Clock wires, drivers and flops:
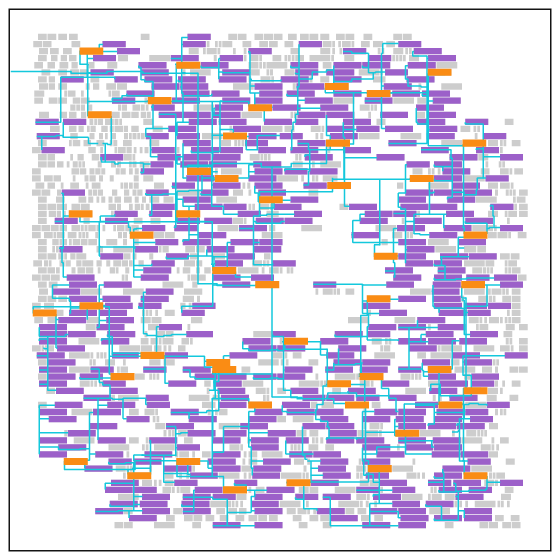
Clock nets:
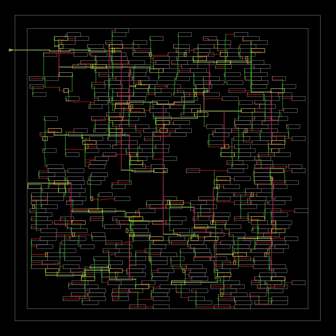
Drive-strength map:
The bar under the picture is 50 um long.
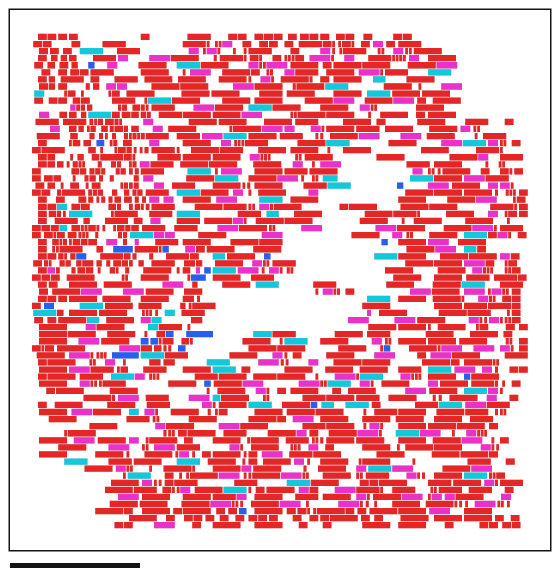
Register map, names as in the netlist:
The bar under the picture is 50 um long. Other sequential cells in the stronger gray, the rest of the logic in the fainter gray.
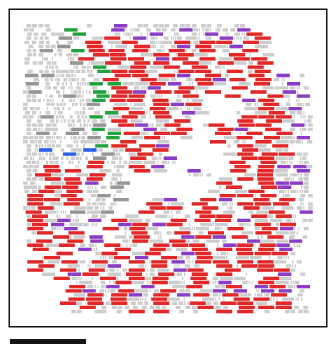
$ cat src/rtl/instruction_prefetch_unit.sv
// Instruction fetch unit: streams microcode ROM words into a small prefetch
// queue ahead of decode, stalling at branches until execute resolves them.
module instruction_prefetch_unit #(
    parameter int ADDR_W     = 16,
    parameter int INSTR_W    = 64,
    parameter int OP_LEN     = 8,
    parameter int QDEPTH     = 4,
    parameter int JUMP_OP_LO = 1,
    parameter int JUMP_OP_HI = 12
) (
    input  logic               Clock,
    input  logic               Reset,
    input  logic               iTrigger,
    input  logic [ADDR_W-1:0]  iInitialCodeAddress,
    output logic               oRomRead,
    output logic [ADDR_W-1:0]  oRomAddress,
    input  logic [INSTR_W-1:0] iRomData,
    output logic               oInstructionValid,
    output logic [INSTR_W-1:0] oInstruction,
    output logic [ADDR_W-1:0]  oInstructionPointer,
    input  logic               iDecodeReady,
    input  logic               iBranchTaken,
    input  logic               iBranchNotTaken,
    input  logic [ADDR_W-1:0]  iJumpIp,
    input  logic               iExeBusy,
    input  logic               iIDUBusy,
    output logic               oBusy,
    output logic               oExecutionDone
);
    localparam int PTR_W = $clog2(QDEPTH);

    typedef enum logic [2:0] {IDLE, FETCH, BRANCH_WAIT, DRAIN, DONE} state_t;

    typedef struct packed {
        logic [INSTR_W-1:0] instr;
        logic [ADDR_W-1:0]  ip;
    } entry_t;

    state_t            state;
    entry_t            queue [QDEPTH];
    entry_t            lastHead;
    entry_t            head;
    logic [PTR_W-1:0]  rdPtr, wrPtr;
    logic [PTR_W:0]    count;
    logic [ADDR_W-1:0] pc, inFlightIp;
    logic              inFlight;

    logic [OP_LEN-1:0] opcode;
    logic              isReturn, isBranch, romRead, push, pop, stopWord;

    always_comb begin
        opcode   = iRomData[INSTR_W-1 -: OP_LEN];
        isReturn = (opcode == '0);
        isBranch = (int'(opcode) >= JUMP_OP_LO) && (int'(opcode) <= JUMP_OP_HI);
        // inFlight marks that iRomData carries a live word this cycle
        push     = inFlight;
        stopWord = push && (isBranch || isReturn);
        pop      = (count != '0) && iDecodeReady;
        // the outstanding read counts against capacity so nothing is overwritten
        romRead  = (state == FETCH) && (int'(count) + int'(inFlight) < QDEPTH);
        // an empty queue keeps presenting the last accepted entry
        head     = (count != '0) ? queue[rdPtr] : lastHead;
    end

    assign oRomRead            = romRead;
    assign oRomAddress         = pc;
    assign oInstructionValid   = (count != '0);
    assign oInstruction        = head.instr;
    assign oInstructionPointer = head.ip;
    assign oBusy               = (state != IDLE);
    assign oExecutionDone      = (state == DONE) && !iExeBusy && !iIDUBusy;

    always_ff @(posedge Clock) begin
        if (push)
            queue[wrPtr] <= '{instr: iRomData, ip: inFlightIp};
    end

    always_ff @(posedge Clock or negedge Reset) begin
        if (!Reset) begin
            state      <= IDLE;
            pc         <= '0;
            inFlight   <= 1'b0;
            inFlightIp <= '0;
            rdPtr      <= '0;
            wrPtr      <= '0;
            count      <= '0;
            lastHead   <= '0;
        end else begin
            // a read issued alongside a branch/return word is squashed
            inFlight <= romRead && !stopWord;
            if (romRead)
                inFlightIp <= pc;
            if (push)
                wrPtr <= wrPtr + PTR_W'(1);
            if (pop) begin
                rdPtr    <= rdPtr + PTR_W'(1);
                lastHead <= queue[rdPtr];
            end
            count <= count + (PTR_W+1)'(push) - (PTR_W+1)'(pop);

            case (state)
                IDLE: begin
                    if (iTrigger) begin
                        pc    <= iInitialCodeAddress;
                        rdPtr <= '0;
                        wrPtr <= '0;
                        count <= '0;
                        state <= FETCH;
                    end
                end
                FETCH: begin
                    if (romRead)
                        pc <= pc + ADDR_W'(1);
                    if (push && isBranch) begin
                        pc    <= inFlightIp + ADDR_W'(1);
                        state <= BRANCH_WAIT;
                    end else if (push && isReturn) begin
                        state <= DRAIN;
                    end
                end
                BRANCH_WAIT: begin
                    // nothing younger than the branch is ever queued, so taken needs no flush
                    if (iBranchNotTaken) begin
                        state <= FETCH;
                    end else if (iBranchTaken) begin
                        pc    <= iJumpIp;
                        state <= FETCH;
                    end
                end
                DRAIN: begin
                    // the RETURN is the youngest entry, so empty means it was accepted
                    if (count == '0)
                        state <= DONE;
                end
                DONE: begin
                    if (!iExeBusy && !iIDUBusy)
                        state <= IDLE;
                end
                default: state <= IDLE;
            endcase
        end
    end
endmodule

$ cat config.mk
export PLATFORM = sky130hd
export DESIGN_NAME = instruction_prefetch_unit
export DESIGN_NICKNAME = d
export VERILOG_FILES = /design/src/rtl/instruction_prefetch_unit.sv
export SDC_FILE = /design/constraint.sdc
export NUM_CORES = 1
export LEC_CHECK = 0
export CAP_MARGIN = 20
export CORE_MARGIN = 8
export CORE_UTILIZATION = 50
export CTS_CLUSTER_DIAMETER = 60
export DETAILED_ROUTE_END_ITERATION = 10
export PLACE_DENSITY = 0.72
export SLEW_MARGIN = 20
export SYNTH_ARGS = -nofsm -noshare
export SYNTH_HDL_FRONTEND = slang
export SYNTH_SLANG_ARGS = --single-unit
$ cat constraint.sdc
create_clock -name Clock -period 6.2 [get_ports Clock]
set_input_delay 1.24 -clock Clock [delete_from_list [all_inputs] [get_ports Clock]]
set_output_delay 1.24 -clock Clock [all_outputs]
set_load 0.03 [all_outputs]
==> results.cfg <==
; synthesis and place-and-route metrics
[layout]
layout.nets = 1486
finalNonFillerCells = 1881
final_layout_size_suffix_gt1_frac = 0.1912

[clock_network]
post-cts-setup-buffer-count = 0
clockRootBuffer = sky130_fd_sc_hd__clkbuf_16
ctsHtreeMaxLevel = 2
cts_tree = done
clk_path_buf_depth = 3
quantity_of_hold_fixing_buffers_added_after_cts = 0
cts.repair.resized = 0
cts.reportedPaths.clkPinSlew_ns = 0.06

[place]
placedInstanceArea_um2 = 20840
buffers_added_on_ports = 203
detailedPlace.worstSlack_ns = 1.700
post-dp-hpwl_mm = 24.34
number_of_placed_instances_with_taps_included = 1791
gp_congestion = 0.8556

[routing]
routedWlPerCell_um = 21.62
detail_route.drc_violations = 0
drt-pass1-iter-count = 7
final_antenna_net_count = 0
first_iter_violations = 724
vias = 10649
routed_via_density = 5.661
wirelength_mm = 40.67

[critical_path]
crit_path_end = oInstruction[54]
cp.required_ns = 4.96
regToRegStartpoint = count[1]$_DFF_PN0_
ff2ff_setup_slack_ns = 2.59
worst-path-max-fanout = 48
worst-setup-path-type = register to output port
critical_path.startpoint = rdPtr[0]$_DFF_PN0_
worstRegToRegCells = 6
crit_path_start_kind = register
rr_endpoint = lastHead[56]$_DFFE_PN0P_
worst_setup_path_end_kind = output port
timing.critical_path.arrival_ns = 3.34

[sta]
setup_repair_after_global_routing_missed_its_margin = false
slew_viol_final = 0
worst_hold_slack_ns = 0.5057
timing_hold_violations_final = 0
worst_slew_pin_tran_ns = 0.9832
worst_slew_margin_rel = 0.3445
timing.final.crit_share = 0.7394
totalNegativeSetupSlack_ns = 0
final_setup_vio_count = 0
timing.fmax_mhz = 218.2
final.min_clock_period_ns = 4.584

[logic_synthesis]
dominantRegCellSynth = sky130_fd_sc_hd__edfxtp_1
yosys_area_um2 = 18350
synth_area_um2 = 18350
yosys.area.top_type = sky130_fd_sc_hd__edfxtp_1
netlist.top_cell.by_instances = sky130_fd_sc_hd__edfxtp_1
ys_seq_elements = 443
ys.warnings.count = 0
post-synth-top-area-fraction = 0.5237
synth_stat.cells = 1168
floorplan.nets = 1281
netlist_top_cells_area = sky130_fd_sc_hd__edfxtp_1 52%, sky130_fd_sc_hd__dfrtp_1 17%, sky130_fd_sc_hd__mux4_2 9.8%
synthTopCellsByCount = 320 x sky130_fd_sc_hd__edfxtp_1, 272 x sky130_fd_sc_hd__nand2_1, 123 x sky130_fd_sc_hd__dfrtp_1, 98 x sky130_fd_sc_hd__mux2_2, 80 x sky130_fd_sc_hd__mux4_2
postSynthCellCount = 1168
synth-async-reset-ratio = 0.2777
syn_avg_cell_area_um2 = 15.71
synth-seq-area-share = 0.6915
netlist-cell-type-count = 53
synth-edff-count = 320

[outcome]
outcome = finished, final reports clean

[floorplanning]
design.core.area_um2 = 36350
fp.dieW_um = 207.6
row_count = 70
floorplan.io_pins = 204
initial_utilization = 0.5048
die.size.y_um = 207.6
chipArea_um2 = 43080

[power]
p_leak_uw = 0.008092
worst_ir_drop_vdd_mv = 0.4541
p_total_uw = 13230
power_density_nw_per_um2 = 592.6

[global_routing]
global_route_usage_sum = 0.1883
grt_first_pass_wirelength_mm = 64.08
globalRoute.totalOverflow = 0
number_of_global_route_vias_before_repair = 11112
grt_max_degree = 76
number_of_antenna_violations_at_the_first_check_in_global_routing = 1

[flow_run]
warnings = 29
maximum_capacitance_violations = 0

[min_path]
hold_path_end = lastHead[24]$_DFFE_PN0P_
holdCritPathClass = register to register
holdPathStages = 1
worst_hold_startpoint = lastHead[24]$_DFFE_PN0P_
Notes on 'clock wires, drivers and flops' above:
[cyan] clock wires | length: 5040 um
[orange] cells driving clock nets | count: 47
[purple] flip-flops | count: 443
flops lie: spread over the die
routed clock nets: 48
largest clock skew in the final design: 0.01408 ns
clock latency at the later pin of the worst-skew pair: 0.55 ns
part of the total power dissipated in the clock network: 0.198
power of the clock network: 2620 uW

Notes on 'clock nets' above:
TritonCTS Buffers: 47
number of clock-tree buffers in the layout: 74
clock tree sinks: 443
flop count: 443

Notes on 'drive-strength map' above:
| color | size | cells | most used |
|---|---|---|---|
| cyan | drive 6 and up | 64 | clkbuf_16 |
| red | drive 1 or less | 1142 | edfxtp_1 |
| blue | drive 3 to 4 | 22 | buf_4 |
| magenta | drive 2 | 184 | mux2_2 |
count of buffers not belonging to the clock network in the layout: 216
area grow syn2layout: 21.65%
Final Instance Area: 22320 um^2
Final Worst Setup Slack: 1.616 ns

Notes on 'register map, names as in the netlist' above:
| color | name in the netlist | flops |
|---|---|---|
| green | inFlightIp | 16 |
| red | queue | 320 |
| purple | lastHead | 80 |
| blue | state | 3 |
power of the sequential group: 4870 uW
fraction of area in registers: 0.5688
Final Util: 0.6141

[flip-flops by register name, summed over array words and instances, names as in the netlist]
signal       flops
inFlightIp      16
count            3
rdPtr            2
queue          320
state            3
lastHead        80
oRomAddress     16
inFlight         1
wrPtr            2
[metal layers]
layer  part of all wire  track usage  up-vias  wire length, um
met5                  0            0        -                0
met4              0.022      0.05299        0              882
met3              0.056      0.03518       58             2281
met2               0.49       0.3160      356            20130
met1               0.43       0.2496     5431            17380
li1                   -            -     4804                -
[area by class of cell]
cell class / count / area, um^2
antenna: 1 / 2.502
fill: 2679 / 14030
multi-input combinational: 649 / 5361
clock inverter: 14 / 93.84
sequential: 443 / 12690
timing repair buffer: 216 / 2162
clock buffer: 74 / 1359
inverter: 16 / 61.31
tap: 468 / 585.6
[logic make-up (layout without fill, tap and decap cells)]
group / count (synthesis) / after routing / share of synthesized area
compound gates: 64 / 64 / 0.02523
xor+xnor: 19 / 19 / 0.009070
fa+ha+maj: 9 / 9 / 0.006547
buf+inv: 76 / 320 / 0.01732
flops: 443 / 443 / 0.6915
mux: 189 / 189 / 0.1643
other cells: 0 / 1 / 0
simple gates: 368 / 368 / 0.08599
[report_power, final]
part           leakage (uW)  total, uW  internal, uW  switching [uW]
logic               0.00300       5740          2510            3220
clock network      0.000694       2620          1510            1110
registers           0.00439       4870          4220             656
total               0.00809      13200          8240            4990
[placed cells by master (no fill, tap or decap), types with 7 or more instances in the layout]
cell type / synthesis / layout
sky130_fd_sc_hd__clkbuf_16: 0 / 48
sky130_fd_sc_hd__nand3_1: 17 / 17
sky130_fd_sc_hd__buf_4: 1 / 7
sky130_fd_sc_hd__nor2_1: 18 / 18
sky130_fd_sc_hd__clkdlybuf4s50_1: 0 / 202
sky130_fd_sc_hd__o21ai_0: 14 / 14
sky130_fd_sc_hd__nand2_1: 272 / 272
sky130_fd_sc_hd__clkbuf_1: 43 / 20
sky130_fd_sc_hd__a21oi_1: 8 / 8
sky130_fd_sc_hd__ha_1: 8 / 8
sky130_fd_sc_hd__mux2i_1: 11 / 11
sky130_fd_sc_hd__a22oi_1: 7 / 7
sky130_fd_sc_hd__mux4_2: 80 / 80
sky130_fd_sc_hd__or3_1: 9 / 9
sky130_fd_sc_hd__mux2_2: 98 / 98
sky130_fd_sc_hd__o211ai_1: 7 / 7
sky130_fd_sc_hd__inv_1: 16 / 15
sky130_fd_sc_hd__nor3_1: 13 / 13
sky130_fd_sc_hd__xnor2_1: 11 / 11
sky130_fd_sc_hd__dfrtp_1: 123 / 121
sky130_fd_sc_hd__nand4_1: 8 / 8
sky130_fd_sc_hd__edfxtp_1: 320 / 320
sky130_fd_sc_hd__xor2_1: 8 / 8
[worst max-delay path, cell delays in order (launching register included)]
cell                              delay [ns]
sky130_fd_sc_hd__dfrtp_4                0.92
sky130_fd_sc_hd__buf_12                 0.44
sky130_fd_sc_hd__mux4_2                 0.58
sky130_fd_sc_hd__nand2_1                0.09
sky130_fd_sc_hd__nand2_1                0.10
sky130_fd_sc_hd__clkdlybuf4s50_1        0.61
Power is estimated from default activity; no workload was simulated.
